## config.mk

```make
export PLATFORM = sky130hd
export DESIGN_NAME = arb_burst_sched
export DESIGN_NICKNAME = d
export VERILOG_FILES = /design/src/rtl/arb_pkg.sv /design/src/rtl/rr_prio_pick.sv /design/src/rtl/arb_burst_sched.sv
export SDC_FILE = /design/constraint.sdc
export NUM_CORES = 1
export LEC_CHECK = 0
export CAP_MARGIN = 20
export CORE_MARGIN = 2
export CORE_UTILIZATION = 53
export CTS_BUF_LIST = sky130_fd_sc_hd__clkbuf_4 sky130_fd_sc_hd__clkbuf_8
export CTS_CLUSTER_DIAMETER = 200
export DETAILED_ROUTE_END_ITERATION = 12
export GPL_TIMING_DRIVEN = 0
export PLACE_DENSITY = 0.92
export RECOVER_POWER = 50
export REMOVE_ABC_BUFFERS = 1
export SLEW_MARGIN = 20
export SYNTH_ARGS = -nofsm -noshare
export SYNTH_HDL_FRONTEND = slang
export SYNTH_SLANG_ARGS = --single-unit
```

## constraint.sdc

```tcl
create_clock -name clk -period 3.3 [get_ports clk]
set_clock_uncertainty 0.05 [all_clocks]
set_input_delay 0.495 -clock clk [delete_from_list [all_inputs] [get_ports clk]]
set_output_delay 0.495 -clock clk [all_outputs]
set_load 0.02 [all_outputs]
```

## src/rtl/arb_pkg.sv

```systemverilog
// rtl/arb_pkg.sv - shared state type and default sizes for arb_burst_sched
//
// Purpose : FSM state enum plus default requester count and burst length.
// Ports   : none (package).
package arb_pkg;

  localparam int NUM_REQ_DEF   = 4;
  localparam int MAX_BURST_DEF = 8;
  localparam int BEAT_W        = 8;

  typedef enum logic [1:0] {
    IDLE  = 2'd0,
    GRANT = 2'd1,
    GAP   = 2'd2
  } arb_state_e;

endpackage

```

## src/rtl/rr_prio_pick.sv

```systemverilog
// rtl/rr_prio_pick.sv - combinational rotating-priority winner search
//
// Purpose : picks the first requester at or after last_owner+1 (mod NUM_REQ).
// Ports   : req        - request vector
//           last_owner - index of the previous owner (lowest priority)
//           winner     - one-hot winner, zero when no request
//           valid      - high when any request is present
module rr_prio_pick
  import arb_pkg::*;
#(
  parameter  int NUM_REQ = NUM_REQ_DEF,
  localparam int IDW     = $clog2(NUM_REQ)
) (
  input  logic [NUM_REQ-1:0] req,
  input  logic [IDW-1:0]     last_owner,
  output logic [NUM_REQ-1:0] winner,
  output logic               valid
);

  logic [IDW-1:0] idx;

  // Walk NUM_REQ positions starting just after last_owner; the previous
  // owner itself is visited last, so it only wins when nobody else asks.
  always_comb begin
    winner = '0;
    valid  = 1'b0;
    idx    = '0;
    for (int i = 1; i <= NUM_REQ; i++) begin
      idx = IDW'((int'(last_owner) + i) % NUM_REQ);
      if (!valid && req[idx]) begin
        winner[idx] = 1'b1;
        valid       = 1'b1;
      end
    end
  end

endmodule

```

## src/rtl/arb_burst_sched.sv

```systemverilog
// rtl/arb_burst_sched.sv - round-robin arbiter with optional burst limit
//
// Purpose : grants one requester at a time, holds the grant until done,
//           request drop or (with ARB_BURST_LIMIT_EN defined) MAX_BURST
//           grant cycles, then inserts a one-cycle gap before rearbitrating.
// Ports   : clk             - clock, rising edge
//           rst             - asynchronous active-low reset
//           req             - level requests, one per requester
//           done            - transfer complete, only the owner's bit matters
//           gnt             - registered one-hot grant
//           gnt_id          - registered owner index, 0 with no owner
//           busy            - high while gnt is non-zero
//           burst_limit_hit - one-cycle pulse in the gap after a limit revoke
// Config  : ARB_BURST_LIMIT_EN enables the beat counter and burst limit.
module arb_burst_sched
  import arb_pkg::*;
#(
  parameter  int NUM_REQ   = NUM_REQ_DEF,
  parameter  int MAX_BURST = MAX_BURST_DEF,
  localparam int IDW       = $clog2(NUM_REQ)
) (
  input  logic               clk,
  input  logic               rst,
  input  logic [NUM_REQ-1:0] req,
  input  logic [NUM_REQ-1:0] done,
  output logic [NUM_REQ-1:0] gnt,
  output logic [IDW-1:0]     gnt_id,
  output logic               busy,
  output logic               burst_limit_hit
);

  if (NUM_REQ < 2 || NUM_REQ > 8 || MAX_BURST < 1 || MAX_BURST > 255) begin : g_cfg_check
    $error("arb_burst_sched: NUM_REQ or MAX_BURST out of range");
  end

  arb_state_e         state;
  logic [IDW-1:0]     last_owner;
  logic [NUM_REQ-1:0] pick_winner;
  logic               pick_valid;
  logic [IDW-1:0]     pick_idx;
  logic               owner_req;
  logic               owner_done;
  logic               limit_hit;
  logic               release_now;

  rr_prio_pick #(
    .NUM_REQ (NUM_REQ)
  ) u_pick (
    .req        (req),
    .last_owner (last_owner),
    .winner     (pick_winner),
    .valid      (pick_valid)
  );

  always_comb begin
    pick_idx = '0;
    for (int i = 0; i < NUM_REQ; i++) begin
      if (pick_winner[i]) pick_idx = IDW'(i);
    end
  end

  assign owner_req  = req[gnt_id];
  assign owner_done = done[gnt_id];

`ifdef ARB_BURST_LIMIT_EN
  logic [BEAT_W-1:0] beat_cnt;
  // beat_cnt is 0 in the first grant cycle, so MAX_BURST-1 marks the last one.
  assign limit_hit = (beat_cnt == BEAT_W'(MAX_BURST - 1));
`else
  assign limit_hit       = 1'b0;
  assign burst_limit_hit = 1'b0;
`endif

  assign release_now = owner_done || !owner_req || limit_hit;

  always_ff @(posedge clk or negedge rst) begin
    if (!rst) begin
      state      <= IDLE;
      gnt        <= '0;
      gnt_id     <= '0;
      busy       <= 1'b0;
      last_owner <= IDW'(NUM_REQ - 1);
`ifdef ARB_BURST_LIMIT_EN
      beat_cnt        <= '0;
      burst_limit_hit <= 1'b0;
`endif
    end else begin
`ifdef ARB_BURST_LIMIT_EN
      burst_limit_hit <= 1'b0;
`endif
      case (state)
        IDLE, GAP: begin
          if (pick_valid) begin
            state  <= GRANT;
            gnt    <= pick_winner;
            gnt_id <= pick_idx;
            busy   <= 1'b1;
`ifdef ARB_BURST_LIMIT_EN
            beat_cnt <= '0;
`endif
          end else begin
            state  <= IDLE;
            gnt    <= '0;
            gnt_id <= '0;
            busy   <= 1'b0;
          end
        end
        GRANT: begin
`ifdef ARB_BURST_LIMIT_EN
          beat_cnt <= beat_cnt + 1'b1;
`endif
          if (release_now) begin
            state      <= GAP;
            gnt        <= '0;
            gnt_id     <= '0;
            busy       <= 1'b0;
            last_owner <= gnt_id;
`ifdef ARB_BURST_LIMIT_EN
            // Only a pure limit revoke is flagged; a coincident done or
            // request drop counts as a normal release.
            burst_limit_hit <= limit_hit && !owner_done && owner_req;
`endif
          end
        end
        default: begin
          state  <= IDLE;
          gnt    <= '0;
          gnt_id <= '0;
          busy   <= 1'b0;
        end
      endcase
    end
  end

endmodule
```

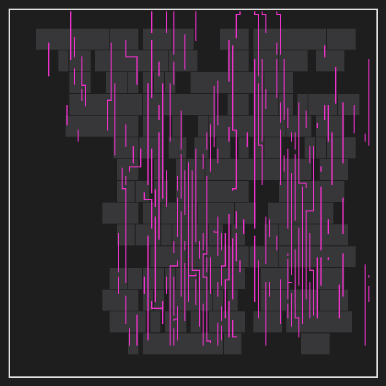
Fig. 1. Signal wires on met2 (run 1).
Drawn at 8 px/um. Cells faint in the background.
longest straight run: 21.1 um
main direction: vertical
share of all routed wire: 48%
nets with wire on the layer: 104
wire length on this layer: 842 um

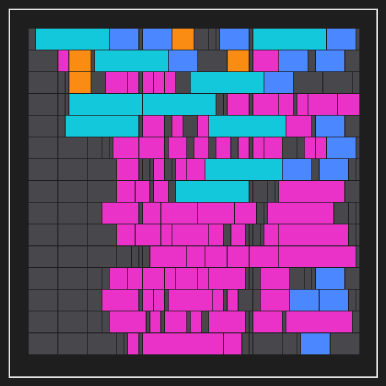
Fig. 2. Cells coloured by class (run 1).
Drawn at 8 px/um. Fill, decap, tap and diode cells in grey.
| colour | class | cells |
|---|---|---|
| magenta | remaining logic cells | 80 |
| orange | clock drivers and dummy loads | 4 |
| cyan | registers | 10 |
| blue | remaining buffers and delay cells | 16 |
row count: 15
flop share of the area: 22.70%
core area: 1689 um2
Final Instance Area: 1114 um2

==> impl_metrics.env, run 1 <==
# flow metrics
export IMPL_post_place_ws_ps=525.2
export IMPL_ys_area_um2=925.9
export IMPL_synth_flops=10
export IMPL_combPwrFrac_pct=64.3
export IMPL_firstDrtPassIters=4
export IMPL_crit_type="reg2reg"
export IMPL_worst_r2r_startpoint="last_owner[0]"
export IMPL_drt_vias_per_instance=5.874
export IMPL_post_cts_setup_buffers=0
export IMPL_yosysTopAreaCellShare_pct=21.62
export IMPL_warnings=32
export IMPL_cts_tree="yes"
export IMPL_ys_types=42
export IMPL_cp_arrival_ps=2880
export IMPL_r2r_slack_ps=510
export IMPL_io_pins=18
export IMPL_status="complete, no violations"
export IMPL_clkTransAtPathRegs_ps=60
export IMPL_ys_cells=94
export IMPL_route_detailed_drc=0
export IMPL_n_antenna_cell=0
export IMPL_post_route_min_period_ps=2788
export IMPL_fp_util_pct=54.81
export IMPL_routed_wl_mm=1.743
export IMPL_post_drt_wl_per_cell_um=13.72
export IMPL_startpoint_type="flip-flop"
export IMPL_synth_area_leader_cell="dfrtp_1"
export IMPL_cts_htree_levels=1
export IMPL_grt_max_degree=17
export IMPL_hold_path_endpoint="gnt[3]"
export IMPL_finalWeightedCongestion=0.8163
export IMPL_top_cells_by_area="dfrtp_1 (22%), ha_1 (11%), mux4_2 (7.3%)"
export IMPL_synth_seq_share_pct=27.30
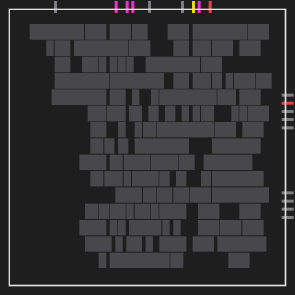
Fig. 3. I/O pins on the die edge (run 1).
Drawn at 6 px/um. Pins as bars across the die edge, other pins in grey.
| colour | port | pins | direction | edge |
|---|---|---|---|---|
| red | `gnt_id` | 2 | output | 1 right, 1 top |
| yellow | `busy` | 1 | output | top |
| magenta | `gnt` | 4 | output | top |
all pins by edge: 9 top, 9 right
Die W: 45.80 um
Port Buffers: 16
Die Span Y: 45.80 um

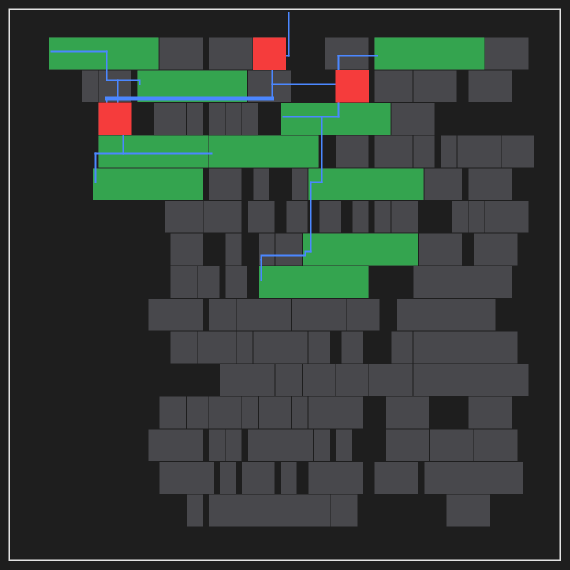
Fig. 4. Clock distribution (run 1).
Drawn at 12 px/um.
[blue] clock wires | length: 93.0 um
[green] flip-flops | count: 10
[red] clock-net drivers | count: 3
routed clock nets: 4
Clk pwr share: 9.3%
clk pwr: 0.0913 mW
worst skew pair latency: 250 ps

[run 1: logic make-up (layout without fill, tap and decap cells)]
kind of cell / after synthesis / in the layout / share of synthesized area, %
other: 1 / 1 / 0.4050
and+or+nand+nor: 34 / 34 / 20.54
DFF: 10 / 10 / 27.30
muxes: 9 / 9 / 16.08
AOI/OAI and AO/OA: 24 / 24 / 20.68
buffers and inverters: 8 / 24 / 4.187
adders and majority gates: 8 / 8 / 10.81
[run 1: layer usage]
metal | GRT usage (%) | share of wire, %
met3 | 3.968 | 3.1
met5 | 0 | 0
met4 | 0 | 0
met1 | 23.13 | 49
met2 | 29.58 | 48
[run 1: sequential cells by signal (all words and copies together), names as in the netlist]
name	flops
gnt	4
gnt_id	2
last_owner	2
state	2
[run 1: critical path, cell delays in order, from the launching register on]
cell and delay (ps):
dfstp_2 730, inv_2 140, ha_1 420, mux2i_1 310
o22ai_2 150, a2111oi_4 370, o21ai_2 120, and2_4 170
a211o_1 220
[run 1: cell type report]
type,count,area (um2),area share [%]
multi-input cells,76,634.4,56.97
flip-flops and latches,10,252.7,22.70
well taps,17,21.27,1.910
inverters,4,15.01,1.348
repair buffers,16,160.2,14.38
clock buffers,4,30.03,2.697
[run 1: worst max path at each step]
stage	end	slack, ps	from	cells after the start
finish	gnt_id[1]	510	last_owner[0]	8
global route	gnt_id[1]	390	last_owner[0]	8
CTS	gnt_id[1]	510	last_owner[0]	8
detailed placement	gnt_id[1]	530	last_owner[0]	8
global placement	gnt_id[1]	590	last_owner[0]	8
floorplan	gnt_id[1]	770	last_owner[0]	8
[run 1: placed cells by master, fill, tap and decap left out, types with 2 or more instances in the layout]
| cell | instances |
|---|---|
| dfrtp_1 | 8 |
| and2_1 | 2 |
| mux2i_1 | 4 |
| clkdlybuf4s50_1 | 12 |
| dlygate4sd3_1 | 4 |
| o211ai_1 | 3 |
| nor3b_1 | 3 |
| o21ai_1 | 2 |
| dfstp_2 | 2 |
| o21ai_0 | 3 |
| ha_1 | 8 |
| clkbuf_4 | 4 |
| inv_1 | 3 |
| nand2_1 | 12 |
| mux4_2 | 3 |
| nor2b_1 | 3 |
| nor2_1 | 7 |
| a21oi_1 | 3 |
[run 1: power groups by stage]
stage / sequential, mW / clock [mW] / combinational, mW
after floorplan: 0.290 / 0 / 0.432
after global placement: 0.258 / 0 / 0.625
after detailed placement: 0.263 / 0 / 0.638
after CTS: 0.260 / 0.0952 / 0.642
after global routing: 0.273 / 0.100 / 0.686
final: 0.260 / 0.0913 / 0.633
Fig. 5: run 1, clock wiring as the flow saved it
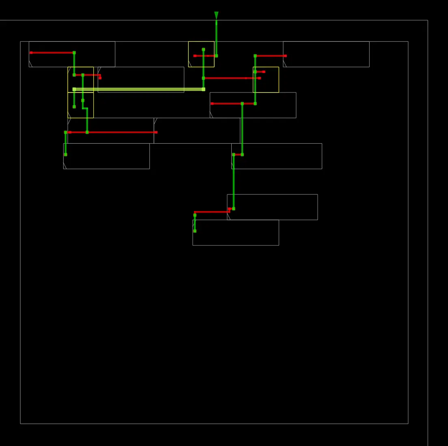

==> run 2, diff against run 1 <==
clock period = 2.83 ns   (was 3.3 ns; I/O delays follow)
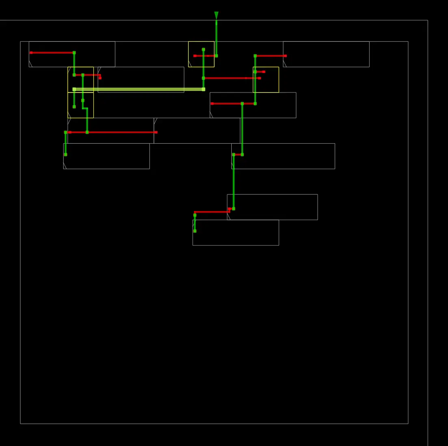
Fig. 6. Clock wiring as the flow saved it (run 2).
# clock sinks: 10
CTS Buf Count: 3
clk pwr: 0.106 mW
Flops: 10

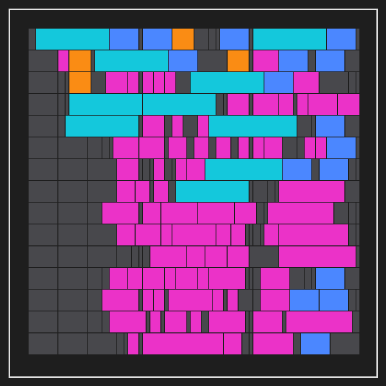
Fig. 7. Cells coloured by class (run 2).
Drawn at 8 px/um. Fill, decap, tap and diode cells in grey.
| colour | class | cells |
|---|---|---|
| blue | remaining buffers and delay cells | 16 |
| magenta | remaining logic cells | 80 |
| orange | clock drivers and dummy loads | 4 |
| cyan | registers | 10 |
flop share of the area: 22.83%
Final Instance Area: 1124 um2
Util after Layout: 66.52%

==> run 2 against run 1 <==
Net effect: sequential share of layout area rose by 0.13 points; register-to-register slack got worse by 380 ps; worst hold slack barely moved.
==> impl_metrics.env, run 2 <==
# flow metrics
export IMPL_status="complete, no violations"
export IMPL_firstDrtPassIters=4
export IMPL_post_route_min_period_ps=2703
export IMPL_cts_htree_levels=1
export IMPL_cp_top_family="AND-OR/OR-AND gates"
export IMPL_largest_register="gnt"
export IMPL_n_antenna_cell=0
export IMPL_io_pins=18
export IMPL_post_drt_wl_per_cell_um=14.20
export IMPL_yosysTopAreaCellShare_pct=21.62
export IMPL_hold_path_cell_count=2
export IMPL_crit_chain="inv_2 -> ha_2 -> mux2i_2 -> o22ai_2 -> a2111oi_4 -> o21ai_2 -> and2_4 -> a211o_1"
export IMPL_warnings=32
export IMPL_row_count=15
export IMPL_cp_arrival_ps=2790
export IMPL_crit_slowest_cell="dfstp_4"
export IMPL_lay_top_cells="nand2_1 (12), clkdlybuf4s50_1 (12), dfrtp_1 (8)"
export IMPL_leakage_nw=0.4774
export IMPL_ys_types=42
export IMPL_hold_path_endpoint="gnt[3]"
export IMPL_clkTransAtPathRegs_ps=60
export IMPL_top_cells_by_area="dfrtp_1 (22%), ha_1 (11%), mux4_2 (7.3%)"
export IMPL_ir_drop_mv=0.5692
export IMPL_largest_register_ffs=4
export IMPL_worstHoldStart="gnt[3]"
export IMPL_rr_worst_depth=8
export IMPL_crit_type="reg2reg"
export IMPL_crit_buf_inv=1
export IMPL_startpoint_type="flip-flop"
export IMPL_drt_vias_per_instance=5.961
export IMPL_route_detailed_drc=0
export IMPL_synth_flops=10
export IMPL_clk_insertion_delay_late_ps=250
export IMPL_ys_cells=94
export IMPL_slowest_delay_ps=730
export IMPL_die_h_um=45.80
export IMPL_synth_area_leader_cell="dfrtp_1"
export IMPL_finalWeightedCongestion=0.8163
export IMPL_grt_max_degree=17
export IMPL_worst_r2r_startpoint="last_owner[0]"
export IMPL_portBuffers=16
export IMPL_synth_seq_share_pct=27.30
export IMPL_cts_tree="yes"
export IMPL_r2r_slack_ps=130
export IMPL_ys_area_um2=925.9
run 2: cell counts after synthesis:
No cell type changed its count.
run 2: worst max-delay path by stage:
stage / cells after the start / slack [ps] / endpoint / start
finish: 8 / 130 / gnt_id[1] / last_owner[0]
global route: 8 / 30 / gnt_id[1] / last_owner[1]
CTS: 8 / 40 / gnt_id[1] / last_owner[0]
detailed placement: 8 / 60 / gnt_id[1] / last_owner[0]
global placement: 8 / 120 / gnt_id[1] / last_owner[0]
floorplan: 8 / 300 / gnt_id[1] / last_owner[0]
run 2: area by class of cell:
| type | instances | area (um2) | share of cell area [%] |
|---|---|---|---|
| sequential | 10 | 256.5 | 22.83 |
| clock buffer | 4 | 30.03 | 2.673 |
| multi-input combinational | 76 | 640.6 | 57.02 |
| tap | 17 | 21.27 | 1.893 |
| inverter | 4 | 15.01 | 1.336 |
| timing repair buffer | 16 | 160.2 | 14.25 |
run 2: routing by layer:
layer	up-vias	wire length (um)	share of wire, %	global-route usage (%)
met2	23	878	49	29.58
met3	0	98	5.4	3.968
met4	0	0	0	0
met5	-	0	0	0
li1	375	-	-	-
met1	359	826	46	23.13
run 2: logic make-up after synthesis:
family / count (synthesis) / synth area share [%]
adder cells (fa/ha/maj): 8 / 10.81
multiplexers: 9 / 16.08
other: 1 / 0.4050
AND/OR/NAND/NOR: 34 / 20.54
AND-OR/OR-AND: 24 / 20.68
flip-flops: 10 / 27.30
buffers and inverters: 8 / 4.187
run 2: power by group:
group	switching (mW)	internal (mW)
logic	0.387	0.365
clock network	0.0427	0.0638
registers	0.0883	0.220
run 2: per-stage QoR:
stage / setup WS [ps] / util, % / instances / hold WS, ps / power, mW
floorplan: 300.9 / - / 90 / 78.91 / 0.8425
global placement: 115.8 / 64.15 / 123 / 403.2 / 1.030
detailed placement: 55.19 / 64.15 / 123 / 412.9 / 1.050
CTS: 44.23 / 65.93 / 127 / 420.8 / 1.163
global route: 27.12 / 66.52 / 127 / 451.7 / 1.253
finish: 127.4 / 66.52 / 127 / 417.6 / 1.167
run 2: tightest hold or removal path: stages, from the launching register on:
cell	delay [ps]
dfrtp_1	330
nand2_1	50
nand2_1	60
run 2: repair_timing:
| action | 4_1_cts | 5_1_grt |
|---|---|---|
| resized | 0 | 3 |
| endpoints found under the hold margin | 0 | 0 |
| setup endpoints to repair | 0 | 3 |
| buffers inserted | 0 | 0 |
Fig. 8: run 2, clock distribution
Drawn at 12 px/um.
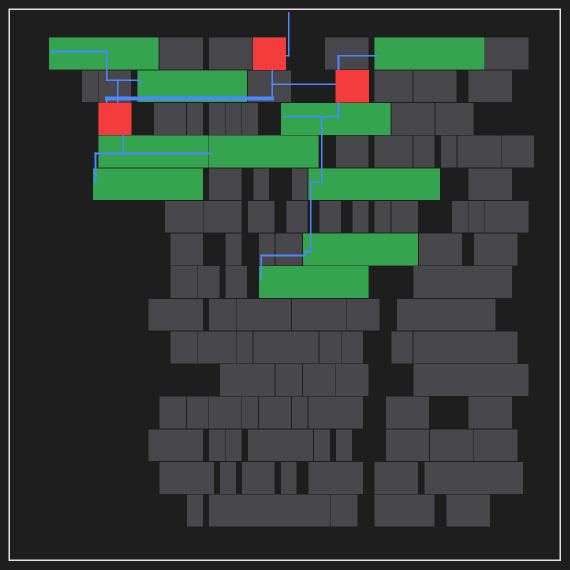

==> run 3, diff against run 2 <==
PLACE_DENSITY = 0.81   (was 0.92)
SETUP_SLACK_MARGIN = 0.02   (was not set)
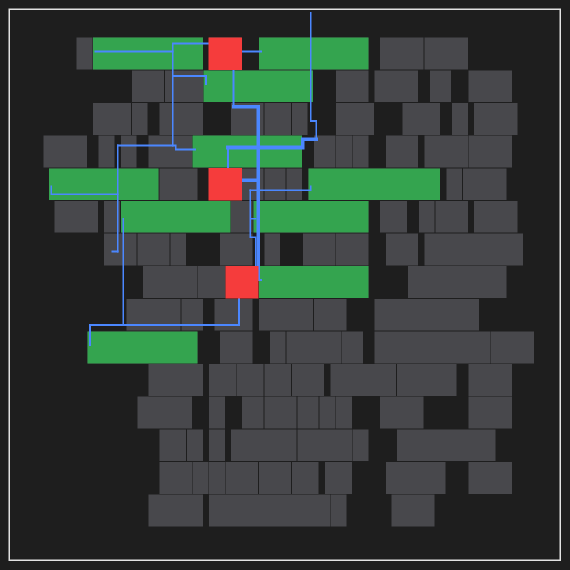
Fig. 9. Clock distribution (run 3).
Drawn at 12 px/um.
[green] flip-flops | count: 10
[blue] clock wires | length: 139 um
[red] clock-net drivers | count: 3
routed clock nets: 4

==> run 3 against run 2 <==
Net effect: wire length increased by 18%; sequential share of layout area is 0.95 points lower; non-clock buffer count is 6 higher; largest cell class unchanged; register-to-register slack better by 90 ps; count of clock-buffer cells in the layout unchanged; highest routed layer is now met4; sequential power decreased by about 10%; clock power increased by 9%; via count is 10% higher; critical endpoint unchanged.
==> impl_metrics.env, run 3 <==
# flow metrics
export IMPL_fin_ws_ps=221.4
export IMPL_cp_arrival_ps=2720
export IMPL_n_antenna_cell=0
export IMPL_startpoint_type="flip-flop"
export IMPL_yosysTopAreaCellShare_pct=21.62
export IMPL_postLayoutCoreUtil_pct=69.41
export IMPL_warnings=32
export IMPL_synth_area_leader_cell="dfrtp_1"
export IMPL_total_power_mw=1.263
export IMPL_critPathLaunch="last_owner[0]"
export IMPL_hold_path_cell_count=1
export IMPL_largest_register_ffs=4
export IMPL_io_pins=18
export IMPL_post_route_min_period_ps=2609
export IMPL_synth_seq_share_pct=27.30
export IMPL_crit_type="reg2reg"
export IMPL_post_place_ws_ps=60.85
export IMPL_grt_max_degree=17
export IMPL_clk_insertion_delay_late_ps=270
export IMPL_largest_register="gnt"
export IMPL_synth_flops=10
export IMPL_portBuffers=16
export IMPL_ys_area_um2=925.9
export IMPL_numClockSinks=10
export IMPL_status="complete, no violations"
export IMPL_place_inst=123
export IMPL_dieWidth_um=45.80
export IMPL_die_h_um=45.80
export IMPL_drt_vias_per_instance=6.263
export IMPL_ys_types=42
export IMPL_post_drt_wl_per_cell_um=15.94
export IMPL_lay_top_cells="nand2_1 (12), clkdlybuf4s50_1 (12), dfrtp_1 (8)"
export IMPL_r2r_slack_ps=220
export IMPL_fp_util_pct=54.81
export IMPL_cts_htree_levels=1
export IMPL_ir_drop_mv=0.5960
export IMPL_worst_r2r_startpoint="last_owner[0]"
export IMPL_rr_worst_depth=7
export IMPL_top_cells_by_area="dfrtp_1 (22%), ha_1 (11%), mux4_2 (7.3%)"
export IMPL_fin_area_um2=1172
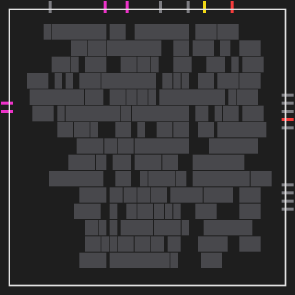
Fig. 10. I/O pins on the die edge (run 3).
Drawn at 6 px/um. Pins as bars across the die edge, other pins in grey.
| colour | port | pins | direction | edge |
|---|---|---|---|---|
| yellow | `busy` | 1 | output | top |
| magenta | `gnt` | 4 | output | 2 left, 2 top |
| red | `gnt_id` | 2 | output | 1 right, 1 top |
all pins by edge: 9 right, 7 top, 2 left

## run 3: cell types whose count changed in the layout (fill, tap and decap cells not counted)
cell     delta
buf_4       +6
mux2i_2     +1
mux2i_1     -1
## run 3: layer usage
layer | global-route usage [%] | up-vias | wire [um]
met5 | 0 | - | 0
met4 | 7.429 | 0 | 30
met3 | 1.190 | 5 | 89
met2 | 33.24 | 24 | 1011
met1 | 27.93 | 417 | 989
li1 | - | 387 | -
## run 3: how the worst min path moves through the flow
stage                    end     start
finish                gnt[2]    gnt[2]
global route          gnt[2]    gnt[2]
CTS                 state[1]       rst
detailed placement  state[1]  state[1]
global placement    state[1]  state[1]
floorplan             gnt[0]       rst
## run 3: kinds of logic (layout without fill, tap and decap cells)
kind of cell | count (synthesis) | count (layout) | synth area share, %
simple gates | 34 | 34 | 20.54
compound gates | 24 | 24 | 20.68
flops | 10 | 10 | 27.30
mux | 9 | 9 | 16.08
fa+ha+maj | 8 | 8 | 10.81
buf+inv | 8 | 30 | 4.187
other cells | 1 | 1 | 0.4050
## run 3: timing repair
action                     CTS  global route
setup buffers                0             6
setup endpoints to repair    0             4
gates resized                0             4
hold endpoints to repair     0             0
## run 3: layout make-up
cell class                 instances  area, um2  area share [%]
sequential                        10      256.5           21.88
tap                               17      21.27           1.814
inverter                           4      15.01           1.281
timing repair buffer              22      205.2           17.50
clock buffer                       4      30.03           2.561
multi-input combinational         76      644.4           54.96
## run 3: worst max-delay path, cell delays in order (launching register included)
cell	delay, ps
dfstp_4	660
inv_2	90
ha_2	400
mux4_2	440
a2111oi_4	340
o21ai_2	120
and2_4	170
a211o_1	230
## run 3: report_power, final
part / total (mW) / switching [mW] / internal [mW]
sequential: 0.277 / 0.0587 / 0.218
combinational: 0.870 / 0.452 / 0.418
clock: 0.116 / 0.0519 / 0.0642
total: 1.26 / 0.563 / 0.700
Power figures rest on the tool's default switching activity, not on a simulated workload.
